**src/rtl/hazard_ctrl.sv**
```systemverilog
// Stall/flush sequencer for the five-stage pipeline: load-use, branch, jump, multi-cycle FP and Stop drain/halt.
// Optional stall-cycle counter is built when HAZARD_PERF_CNT_EN is defined.
module hazard_ctrl #(
    parameter int REG_WIDTH = 4,
    parameter int FP_LAT    = 4,
    parameter int CNT_WIDTH = 3
) (
    input  logic                 clk,
    input  logic                 rst,
    input  logic [REG_WIDTH-1:0] rsD,
    input  logic [REG_WIDTH-1:0] rtD,
    input  logic [REG_WIDTH-1:0] rtE,
    input  logic                 MemReadE,
    input  logic                 PCSrcE,
    input  logic                 JumpD,
    input  logic                 FloatingE,
    input  logic                 StopE,
    output logic                 stall_IF_o,
    output logic                 stall_IF_ID_o,
    output logic                 flush_IF_ID_o,
    output logic                 stall_ID_EX_o,
    output logic                 flush_ID_EX_o,
    output logic                 flush_EX_MEM_o,
    output logic                 halted_o,
    output logic [15:0]          stall_cnt_o
);

    typedef enum logic [1:0] {RUN, FP_BUSY, DRAIN, HALT} state_t;

    localparam logic [CNT_WIDTH-1:0] FP_INIT = CNT_WIDTH'(FP_LAT - 2);

    state_t               state, state_nxt;
    logic [CNT_WIDTH-1:0] cnt, cnt_nxt;
    logic [1:0]           dcnt, dcnt_nxt;
    logic                 load_use;

    assign load_use = MemReadE && ((rtE == rsD) || (rtE == rtD));

    always_ff @(posedge clk or negedge rst) begin
        if (!rst) begin
            state <= RUN;
            cnt   <= '0;
            dcnt  <= '0;
        end else begin
            state <= state_nxt;
            cnt   <= cnt_nxt;
            dcnt  <= dcnt_nxt;
        end
    end

    always_comb begin
        state_nxt      = state;
        cnt_nxt        = cnt;
        dcnt_nxt       = dcnt;
        stall_IF_o     = 1'b0;
        stall_IF_ID_o  = 1'b0;
        flush_IF_ID_o  = 1'b0;
        stall_ID_EX_o  = 1'b0;
        flush_ID_EX_o  = 1'b0;
        flush_EX_MEM_o = 1'b0;
        halted_o       = 1'b0;
        if (!rst) begin
            // Bubbles everywhere while reset is held, independent of state.
            flush_IF_ID_o  = 1'b1;
            flush_ID_EX_o  = 1'b1;
            flush_EX_MEM_o = 1'b1;
        end else begin
            case (state)
                RUN: begin
                    if (StopE) begin
                        stall_IF_o    = 1'b1;
                        flush_IF_ID_o = 1'b1;
                        flush_ID_EX_o = 1'b1;
                        state_nxt     = DRAIN;
                        dcnt_nxt      = 2'd1;
                    end else if (PCSrcE) begin
                        flush_IF_ID_o = 1'b1;
                        flush_ID_EX_o = 1'b1;
                    end else if (FloatingE) begin
                        stall_IF_o     = 1'b1;
                        stall_IF_ID_o  = 1'b1;
                        stall_ID_EX_o  = 1'b1;
                        flush_EX_MEM_o = 1'b1;
                        state_nxt      = FP_BUSY;
                        cnt_nxt        = FP_INIT;
                    end else if (load_use) begin
                        // A simultaneous jump is dropped; it re-decodes after the stall.
                        stall_IF_o    = 1'b1;
                        stall_IF_ID_o = 1'b1;
                        flush_ID_EX_o = 1'b1;
                    end else if (JumpD) begin
                        flush_IF_ID_o = 1'b1;
                    end
                end
                FP_BUSY: begin
                    if (cnt != '0) begin
                        stall_IF_o     = 1'b1;
                        stall_IF_ID_o  = 1'b1;
                        stall_ID_EX_o  = 1'b1;
                        flush_EX_MEM_o = 1'b1;
                        cnt_nxt        = cnt - CNT_WIDTH'(1);
                    end else begin
                        state_nxt = RUN;
                    end
                end
                DRAIN: begin
                    stall_IF_o    = 1'b1;
                    flush_IF_ID_o = 1'b1;
                    flush_ID_EX_o = 1'b1;
                    if (dcnt == 2'd0) state_nxt = HALT;
                    else              dcnt_nxt  = dcnt - 2'd1;
                end
                default: begin
                    halted_o      = 1'b1;
                    stall_IF_o    = 1'b1;
                    stall_IF_ID_o = 1'b1;
                    stall_ID_EX_o = 1'b1;
                end
            endcase
        end
    end

`ifdef HAZARD_PERF_CNT_EN
    logic [15:0] stall_cnt;

    always_ff @(posedge clk or negedge rst) begin
        if (!rst)
            stall_cnt <= '0;
        else if (stall_IF_o && (state != HALT) && (stall_cnt != 16'hFFFF))
            stall_cnt <= stall_cnt + 16'd1;
    end

    assign stall_cnt_o = stall_cnt;
`else
    assign stall_cnt_o = 16'h0000;
`endif

endmodule

```
**config.mk**
```make
export PLATFORM = sky130hd
export DESIGN_NAME = hazard_ctrl
export DESIGN_NICKNAME = d
export VERILOG_FILES = /design/src/rtl/hazard_ctrl.sv
export SDC_FILE = /design/constraint.sdc
export NUM_CORES = 1
export LEC_CHECK = 0
export CAP_MARGIN = 20
export CORE_MARGIN = 1.5
export CORE_UTILIZATION = 43
export DETAILED_ROUTE_END_ITERATION = 7
export PLACE_DENSITY = 0.89
export SYNTH_ARGS = -nofsm -noshare
export SYNTH_HDL_FRONTEND = slang
export SYNTH_SLANG_ARGS = --single-unit
```
**constraint.sdc**
```tcl
create_clock -name clk -period 4.6 [get_ports clk]
set_clock_uncertainty 0.15 [all_clocks]
set_input_delay 0.69 -clock clk [delete_from_list [all_inputs] [get_ports clk]]
set_output_delay 0.69 -clock clk [all_outputs]
set_load 0.02 [all_outputs]
```
==> run_results.csv, run 1 <==
group,metric,value,unit
drt,drt-met1-wl,723,um
clock_tree,cts_resized,0,
clock_tree,postCtsSetupBuffers,0,
synthesis,synth_area_per_cell,8.35,um2
power,p_leak,0.488,nW
floorplanning,coreArea,1800,um2
setup_path,cp.required,3.76,ns
power,powerDensity,438,nW/um2
clock_tree,root_buffer,"clkbuf_4",
run_status,status,"finished clean",
final_timing,setup_viol,0,
floorplanning,chipArea,2280,um2
synthesis,synthDistinctLibCells,34,
final_layout,finalNetCount,158,
global_route,grt_pass1_vias,738,
final_timing,max_clock_freq,0.278,GHz
setup_path,cp_common_cell,"clkdlybuf4s50_1",
final_timing,rsz0062_at_grt,"false",
placed_design,gp_congestion,0.795,
clock_tree,h-tree-depth,1,
synthesis,synthesis.area,860,um2
power,powerSeq,0.104,mW
worst_hold_path,hold_path_class,"reg -> reg",
clock_tree,path_clk_slew,0.05,ns
power,p_sw_share,44.9,%
final_layout,n_antenna_cell,0,
run,openroad.warnings,30,
final_timing,report.final.slew_viol_count,0,
floorplanning,io_pins,42,
drt,route.met2.wl,1060,um
setup_path,critPathArrivalTime,2.76,ns
global_route,met2_usage,39.2,%
power,seq_power_share,21.4,%
drt,drt_iter0_markers,8,
synthesis,synthCells,103,
final_layout,seq_area,175,um2
clock_tree,clk_latency,0.25,ns
final_layout,mostFrequentLayoutCells,"clkdlybuf4s50_1, conb_1, inv_1, nand2_1, xor2_1",
floorplanning,die_w,47.7,um
floorplanning,rows,15,
floorplanning,initCoreUtil,47.7,%
drt,wire_per_inst,12.5,um
clock_tree,cts_buffer_depth,2,
final_layout,area_growth,28.7,%
final_timing,min_period,3.60,ns
setup_path,slowest_stage,"clkdlybuf4s50_1",
power,maxPowerGroup,"combinational logic",
global_route,use_met3,6.42,%
placed_design,post-dp-hpwl,1690,um
run,drv_cap,0,
synthesis,synth_flops,7,
setup_path,worstSetupPathType,"in -> out",
drt,routed.top_layer,"met4",
global_route,gr-total-overflow,0,
placed_design,place_ws,1.00,ns
final_timing,setup_tns,0,ns
global_route,top_usage_layer,"met2",
power,comb_power,0.327,mW
drt,firstDrtPassIters,4,
global_route,grt_usage,20.9,%
setup_path,endpoint_kind,"primary output",
clock_tree,ctsHoldBuffers,0,
setup_path,start_kind,"primary input",
power,pg_clk,0.0541,mW
power,p_sw,0.218,mW
power,p_int,0.267,mW
synthesis,ys_seq_share,20.4,%
drt,viasPerCell,4.98,
floorplanning,die_h,47.7,um
final_layout,logic_area,586,um2
global_route,antenna_found_initial,0,
final_layout,fill_cells,145,
final_timing,fin_ws,1.00,ns
power,clkPwrFrac,11.2,%
drt,antenna_left,0,
synthesis,ys_cells,103,
clock_tree,cts_tree,"built",
power,power_frac_comb,67.5,%
final_layout,drive_gt1_share,10.7,%
## run 1: cells by family (layout without fill, tap and decap cells)
group	after synthesis	after routing	synth area share, %
flip-flops	7	7	20.4
other	1	16	0.436
buffers and inverters	25	38	18.0
XOR/XNOR	8	8	8.15
AND/OR/NAND/NOR	32	32	23.1
adder cells (fa/ha/maj)	7	7	10.2
multiplexers	2	2	2.62
AND-OR/OR-AND	21	21	17.0
## run 1: per-stage QoR
stage / std cells / total power [mW] / area, um2 / hold WS [ns]
after floorplan: 118 / 0.334 / 916 / 0.244
after global placement: 152 / 0.411 / 1080 / 0.316
after detailed placement: 152 / 0.432 / 1080 / 0.324
after CTS: 156 / 0.488 / 1110 / 0.332
after global routing: 156 / 0.530 / 1110 / 0.361
final: 156 / 0.485 / 1110 / 0.330
## run 1: registers in the layout, indices dropped and copies added, names as in the netlist
signal  cells
state       2
dcnt        2
cnt         3
## run 1: final cells by class
cell class	instances	area share (%)
clock buffer	4	2.38
inverter	8	2.71
multi-input combinational	86	52.9
sequential	7	15.8
tap	25	2.83
timing repair buffer	26	23.3
## run 1: worst paths after layout
check	from	end	slack, ns	cells past startpoint
min reg2reg	cnt[0]$_DFFE_PN0P_	cnt[0]$_DFFE_PN0P_	0.33	1
max reg2reg	state[0]$_DFFE_PN0P_	cnt[2]$_DFFE_PN0P_	2.75	6
min in group asynchronous	rst	cnt[1]$_DFFE_PN0P_	0.64	2
min	cnt[0]$_DFFE_PN0P_	cnt[0]$_DFFE_PN0P_	0.33	1
max	rtE[2]	stall_IF_o	1.00	6
max in group asynchronous	rst	dcnt[0]$_DFFE_PN0P_	3.49	2
## run 1: cells in the mapped netlist
| cell | n | area [um2] |
|---|---|---|
| buf_2 | 1 | 5.00 |
| ha_1 | 7 | 87.6 |
| a21oi_1 | 5 | 25.0 |
| mux2_2 | 2 | 22.5 |
| o31ai_1 | 1 | 7.51 |
| o21ai_2 | 2 | 17.5 |
| and4b_1 | 1 | 10.0 |
| and4bb_1 | 1 | 12.5 |
| nand2_1 | 8 | 30.0 |
| dfrtp_1 | 7 | 175 |
| o221ai_2 | 1 | 15.0 |
| or3b_2 | 1 | 8.76 |
| o2111a_1 | 1 | 11.3 |
| a21boi_0 | 1 | 7.51 |
| nand4b_1 | 1 | 8.76 |
| or2_4 | 1 | 8.76 |
| conb_1 | 1 | 3.75 |
| nor4_2 | 2 | 25.0 |
| and2b_1 | 1 | 7.51 |
| nand2b_1 | 7 | 43.8 |
| nor2b_1 | 1 | 6.26 |
| o21ai_1 | 1 | 5.00 |
| a31o_2 | 1 | 8.76 |
| nor2_1 | 5 | 18.8 |
| nand3_1 | 1 | 5.00 |
| and2_1 | 1 | 6.26 |
| o21bai_1 | 1 | 7.51 |
| a22o_1 | 1 | 8.76 |
| xor2_1 | 8 | 70.1 |
| inv_1 | 8 | 30.0 |
| o211ai_1 | 1 | 7.51 |
| buf_4 | 16 | 120 |
| o21ai_0 | 5 | 25.0 |
| nand3b_1 | 1 | 7.51 |
## run 1: worst max-delay path: cells and delay by family
family | cells | cell delay, ns
buffers and inverters | 2 | 1.09
AND/OR/NAND/NOR | 1 | 0.36
XOR/XNOR | 1 | 0.18
AND-OR/OR-AND | 2 | 0.43
Fig. 1: run 1, clock wiring as the flow saved it
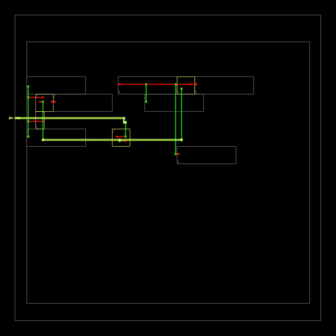
# clock sinks: 7
CTS Buf Count: 3

Fig. 2: run 1, M1 wires
Supply wires on this layer in grey.
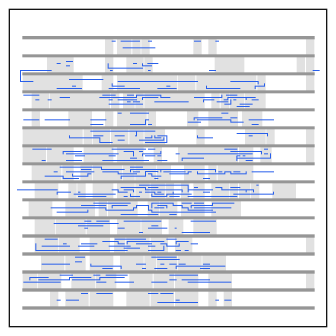
nets with wire on the layer: 131
share of all routed wire: 37%
longest straight run: 13.8 um
main direction: horizontal
wire length on this layer: 724 um
Post-Route WL: 1960 um
routing usage on met1: 21.8%
routed vias: 777

Fig. 3: run 1, placed cells, one colour a class
Scale bar: 10 um.
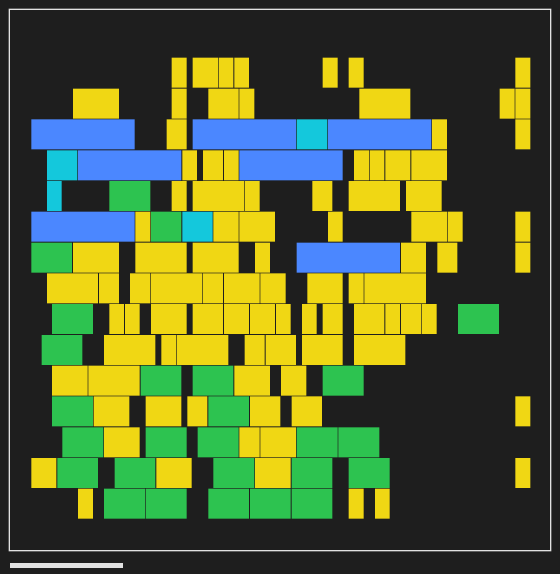
| class | colour | cells |
|---|---|---|
| flip-flops | blue | 7 |
| all other logic | yellow | 94 |
| clock drivers and dummy loads | cyan | 4 |
| other buffers and delay cells | green | 26 |

## Run 2: what changed since run 1
--- a/config.mk
+++ b/config.mk
@@ -7,9 +7,9 @@
 export LEC_CHECK = 0
 export CAP_MARGIN = 20
 export CORE_MARGIN = 1.5
-export CORE_UTILIZATION = 43
+export CORE_UTILIZATION = 40
 export DETAILED_ROUTE_END_ITERATION = 7
-export PLACE_DENSITY = 0.89
+export PLACE_DENSITY = 0.84
 export SYNTH_ARGS = -nofsm -noshare
 export SYNTH_HDL_FRONTEND = slang
 export SYNTH_SLANG_ARGS = --single-unit
==> constraint.sdc (replaced) <==
create_clock -name clk -period 3.72 [get_ports clk]
set_clock_uncertainty 0.15 [all_clocks]
set_input_delay 0.558 -clock clk [delete_from_list [all_inputs] [get_ports clk]]
set_output_delay 0.558 -clock clk [all_outputs]
set_load 0.02 [all_outputs]
==> run 2 against run 1 <==
Die size rose by 7.0%. Power up 23%. Critical path type unchanged. Sequential share of layout area barely moved. Flip-flop count stayed put. Via count is 4.1% lower. Clock power increased by 21%. Cell count up 1.3%. Utilization is 6.0 points lower. Critical endpoint unchanged. Critical path depth is the same. Synthesized cell count is the same.
==> run_results.csv, run 2 <==
group,metric,value,unit
synthesis,yosysMostFrequentCell,"buf_4",
run_status,status,"finished clean",
final_timing,setup_viol,0,
floorplanning,coreArea,2000,um2
floorplanning,die_h,49.4,um
setup_path,endpoint_kind,"primary output",
synthesis,synth_area_per_cell,8.35,um2
synthesis,ys_cells,103,
synthesis,synth.area.top_cells,"dfrtp_1, buf_4, ha_1",
synthesis,top_area_share,20.4,%
synthesis,synth_flops,7,
global_route,grt_usage,16.8,%
final_layout,mostFrequentLayoutCells,"clkdlybuf4s50_1, conb_1, inv_1, nand2_1, xor2_1",
synthesis,ys_seq_share,20.4,%
setup_path,cp_top_family,"buffers and inverters",
floorplanning,initCoreUtil,42.9,%
final_layout,n_antenna_cell,0,
final_layout,logic_area,586,um2
final_layout,area_growth,29.0,%
run,openroad.warnings,30,
setup_path,worstRegToRegCells,6,
power,p_leak,0.488,nW
clock_tree,h-tree-depth,1,
power,powerDensity,538,nW/um2
final_timing,rsz0062_at_grt,"false",
run,drv_cap,0,
synthesis,yosys-top-cells-count,"buf_4, inv_1, nand2_1, xor2_1",
floorplanning,io_pins,42,
setup_path,cp_common_cell,"clkdlybuf4s50_1",
synthesis,synth_top_cell_by_area,"dfrtp_1",
drt,viasPerCell,4.72,
clock_tree,path_clk_slew,0.05,ns
final_timing,min_period,3.30,ns
setup_path,r2r_slack,1.84,ns
placed_design,gp_congestion,0.736,
floorplanning,rows,16,
final_layout,layout.cells.non_filler,158,
final_timing,setup_tns,0,ns
drt,antenna_left,0,
## run 2: cell counts after synthesis
No cell type changed its count.
## run 2: cells by family after synthesis
group                    Yosys count  synth area share (%)
buffers and inverters             25                  18.0
multiplexers                       2                  2.62
adder cells (fa/ha/maj)            7                  10.2
AND/OR/NAND/NOR                   32                  23.1
flip-flops                         7                  20.4
AND-OR/OR-AND                     21                  17.0
XOR/XNOR                           8                  8.15
other                              1                 0.436
## run 2: metal layers
layer | GRT usage (%) | share of wire (%) | vias up
met5 | 0 | 0 | -
met4 | 7.14 | 0.90 | 0
met3 | 5.83 | 5.0 | 2
met2 | 29.1 | 51 | 29
met1 | 18.5 | 43 | 338
li1 | - | - | 376
## run 2: worst paths after layout
kind | startpoint | to
worst min register to register | cnt[0]$_DFFE_PN0P_ | cnt[0]$_DFFE_PN0P_
worst min-delay path | cnt[0]$_DFFE_PN0P_ | cnt[0]$_DFFE_PN0P_
max in group asynchronous | rst | dcnt[0]$_DFFE_PN0P_
worst max register to register | state[0]$_DFFE_PN0P_ | cnt[2]$_DFFE_PN0P_
worst max-delay path | rtE[2] | stall_IF_o
min in group asynchronous | rst | cnt[1]$_DFFE_PN0P_
## run 2: cell type report
cell class | count | area share [%]
inverters | 8 | 2.71
well taps | 27 | 3.05
repair buffers | 26 | 23.3
multi-input cells | 86 | 52.8
clock buffers | 4 | 2.37
flip-flops and latches | 7 | 15.8
## run 2: stage by stage
step	instance area [um2]	hold WS [ns]	setup WS, ns	util (%)
after global placement	1080	0.318	0.515	54.1
after detailed placement	1080	0.321	0.430	54.1
after CTS	1110	0.327	0.425	55.4
after floorplan	916	0.112	1.29	-
final	1110	0.328	0.419	55.4
after global routing	1110	0.356	0.294	55.4
## run 2: power by group
| part | total (mW) | switching [mW] | internal [mW] |
|---|---|---|---|
| combinational | 0.403 | 0.221 | 0.182 |
| clock | 0.0654 | 0.0247 | 0.0407 |
| sequential | 0.128 | 0.0222 | 0.106 |
## run 2: worst register-to-register path: cells and delay by family, from the launching register on
family | cells | cell delay [ns]
AND/OR/NAND/NOR | 2 | 0.56
adder cells (fa/ha/maj) | 1 | 0.31
buffers and inverters | 1 | 0.10
AND-OR/OR-AND | 2 | 0.28
flip-flops | 1 | 0.41
Fig. 4: run 2, clock wiring as the flow saved it
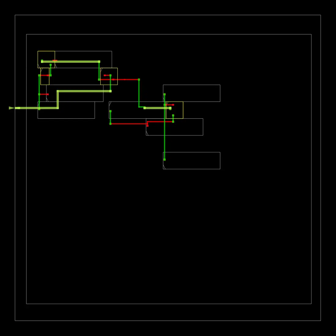
Late-Pin Clk Latency: 0.24 ns
flip-flops: 7
clk_buf instances: 4
clk pwr: 0.0654 mW

Fig. 5: run 2, M1 wires
Supply wires on this layer in grey.
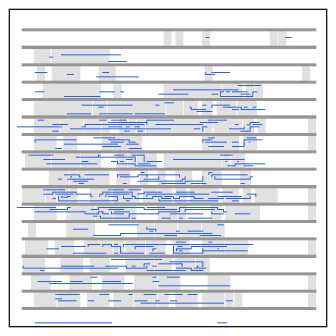
wire length on this layer: 810 um
share of all routed wire: 43%
longest straight run: 20.2 um
nets with wire on the layer: 128
Post-Route WL: 1880 um
routed vias: 745
routing usage on met1: 18.5%

## Run 3: what changed since run 2
--- a/config.mk
+++ b/config.mk
@@ -6,8 +6,10 @@
 export NUM_CORES = 1
 export LEC_CHECK = 0
 export CAP_MARGIN = 20
+export CELL_PAD_IN_SITES_DETAIL_PLACEMENT = 0
+export CELL_PAD_IN_SITES_GLOBAL_PLACEMENT = 1
 export CORE_MARGIN = 1.5
-export CORE_UTILIZATION = 40
+export CORE_UTILIZATION = 28
 export DETAILED_ROUTE_END_ITERATION = 7
 export PLACE_DENSITY = 0.84
 export SYNTH_ARGS = -nofsm -noshare
==> run 3 against run 2 <==
Non-clock buffer count did not move. Utilization fell by 16 points. Largest cell class unchanged. Sequential share of layout area fell by 0.071 points. Die size rose by 40%. Power fell by 1.3%. First-iteration DRC count fell by 50%. Critical endpoint unchanged. Cell count rose by 2.5%. Wire length fell by 9.4%. Sequential power barely moved. Flip-flop count did not move.
==> run_results.csv, run 3 <==
group,metric,value,unit
run_status,status,"finished clean",
final_layout,top_register,"cnt",
synthesis,top_logic_kind,"simple AND/OR/NAND/NOR gates",
setup_path,slowest_stage,"clkdlybuf4s50_1",
global_route,met2_usage,19.9,%
synthesis,synth.area.top_cells,"dfrtp_1, buf_4, ha_1",
worst_hold_path,hold_path_class,"reg -> reg",
setup_path,start_kind,"primary input",
synthesis,synth_flops,7,
floorplanning,chipArea,3410,um2
power,powerDensity,529,nW/um2
run,openroad.warnings,30,
clock_tree,h-tree-depth,1,
setup_path,reg2reg_from,"cnt[0]$_DFFE_PN0P_",
setup_path,r2r_slack,1.86,ns
clock_tree,cts_buffer_depth,2,
clock_tree,path_clk_slew,0.06,ns
drt,viasPerCell,4.51,
global_route,antenna_found_initial,0,
setup_path,endpoint,"stall_IF_o",
final_layout,top_regs,"cnt (3), dcnt (2), state (2)",
synthesis,synth_top_cell_by_area,"dfrtp_1",
setup_path,cp.depth,6,
setup_path,critPathArrivalTime,2.57,ns
synthesis,ys_sh_simple,23.1,%
drt,wl,1710,um
clock_tree,cts_buffers,3,
setup_path,cp_top_family,"buffers and inverters",
setup_path,cp_num_buf_inv,2,
synthesis,synth_area_per_cell,8.35,um2
synthesis,ys_cells,103,
clock_tree,clkSinkCount,7,
clock_tree,root_buffer,"clkbuf_4",
global_route,top_usage_layer,"met2",
global_route,gr-total-overflow,0,
floorplanning,coreArea,2830,um2
floorplanning,initCoreUtil,30.4,%
synthesis,async_flop_share,100,%
final_timing,setup_tns,0,ns
setup_path,setup.worst_path.start,"rtE[0]",
drt,wire_per_inst,10.5,um
floorplanning,rows,19,
final_timing,setup_viol,0,
setup_path,worstSetupPathType,"in -> out",
placed_design,dp.cells,158,
setup_path,regToRegEndpoint,"state[1]$_DFFE_PN0P_",
global_route,grt_usage,10.7,%
placed_design,post-dp-hpwl,1460,um
synthesis,ys_seq_share,20.4,%
drt,antenna_left,0,
final_layout,finalNetCount,158,
synthesis,flop_cell,"dfrtp_1",
synthesis,ys_sh_mux,2.62,%
synthesis,synth.cellmix.compoundShare,17.0,%
setup_path,cp.required,3.01,ns
global_route,use_met3,4.62,%
final_timing,rsz0062_at_grt,"false",
final_layout,layout.cells.non_filler,162,
clock_tree,cts_tree,"built",
power,p_leak,0.488,nW
final_layout,drive_gt1_share,10.7,%
worst_hold_path,holdPathStages,1,
global_route,grt_pass1_vias,683,
clock_tree,ctsHoldBuffers,0,
drt,drt_iter0_markers,6,
global_route,gr-usage-met1,11.5,%
synthesis,synthCells,103,
floorplanning,die_w,58.4,um
run 3: cell counts after synthesis:
Identical to the previous run, type by type.
run 3: worst min path at each step:
stage / slack, ns / startpoint / end
floorplan: 0.11 / rst / cnt[0]$_DFFE_PN0P_
global placement: 0.31 / dcnt[1]$_DFFE_PN0P_ / dcnt[1]$_DFFE_PN0P_
detailed placement: 0.33 / dcnt[1]$_DFFE_PN0P_ / dcnt[1]$_DFFE_PN0P_
CTS: 0.34 / cnt[0]$_DFFE_PN0P_ / cnt[0]$_DFFE_PN0P_
global route: 0.36 / cnt[0]$_DFFE_PN0P_ / cnt[0]$_DFFE_PN0P_
finish: 0.33 / cnt[0]$_DFFE_PN0P_ / cnt[0]$_DFFE_PN0P_
run 3: cell families after synthesis:
family                   count (synthesis)
XOR/XNOR                                 8
buffers and inverters                   25
adder cells (fa/ha/maj)                  7
other                                    1
flip-flops                               7
AND/OR/NAND/NOR                         32
multiplexers                             2
AND-OR/OR-AND                           21
run 3: worst reg2reg max path, cell delays in order, from the launching register on:
cell and delay [ns]:
dfrtp_1 0.40, inv_1 0.09, ha_1 0.15, nand2b_1 0.13
a21oi_1 0.22, o2111a_1 0.25, mux2_2 0.34
run 3: final cells by class:
type	count	area, um2
Timing Repair Buffer	26	258
Fill cell	291	1720
Clock buffer	4	26.3
Sequential cell	7	175
Tap cell	31	38.8
Inverter	8	30.0
Multi-Input combinational cell	86	586
run 3: metal layers:
layer,share of wire [%],up-vias
met4,0,0
met5,0,-
met2,54,27
met1,40,332
met3,6.2,0
li1,-,371
run 3: power breakdown:
group          total (mW)  switching (mW)  internal [mW]  leakage, nW
Clock              0.0688          0.0279         0.0409       0.0150
Combinational       0.392           0.210          0.182        0.388
Sequential          0.128          0.0218          0.106       0.0853
run 3: metrics by stage:
stage,hold slack (ns),total power [mW],utilization (%)
floorplan,0.112,0.413,-
global placement,0.313,0.514,38.4
detailed placement,0.329,0.526,38.4
CTS,0.337,0.598,39.4
global route,0.359,0.650,39.4
finish,0.333,0.589,39.4
Fig. 6: run 3, clock distribution
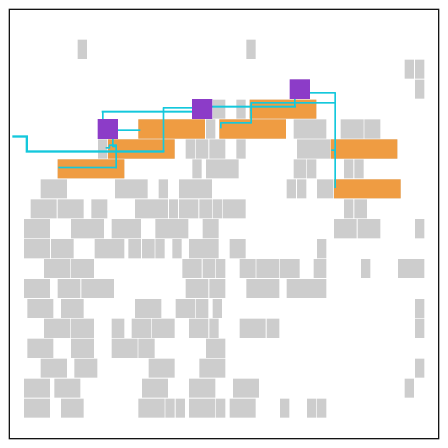
[cells driving clock nets] purple | count: 3
[clock wires] cyan | length: 120 um
[flip-flops] orange | count: 7
routed clock nets: 4
Late-Pin Clk Latency: 0.25 ns
clk pwr: 0.0688 mW
power share of the clock group: 11.7%

Fig. 7: run 3, sizing map
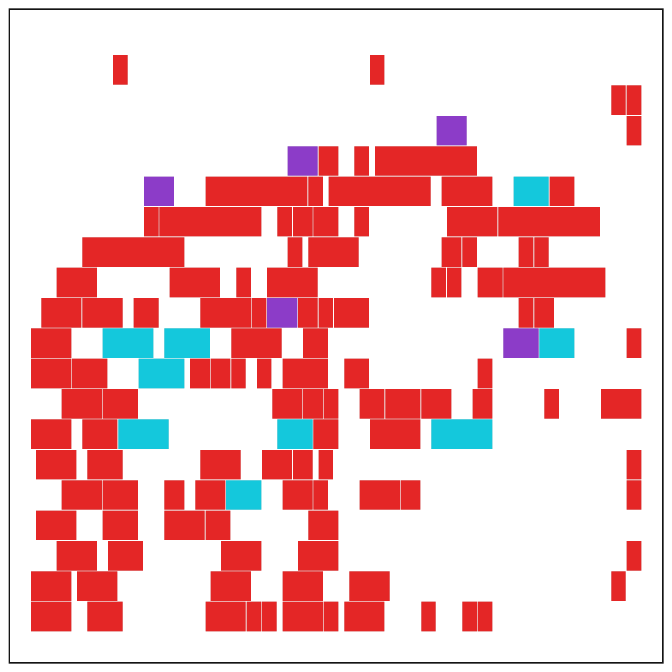
| size | colour | cells |
|---|---|---|
| drive 3 to 4 | purple | 5 |
| drive 2 | cyan | 9 |
| drive 1 or less | red | 117 |
cell area after layout: 1110 um2
Non-CTS buffers: 26

No activity file was given, so power comes from the tool's default toggle rates.
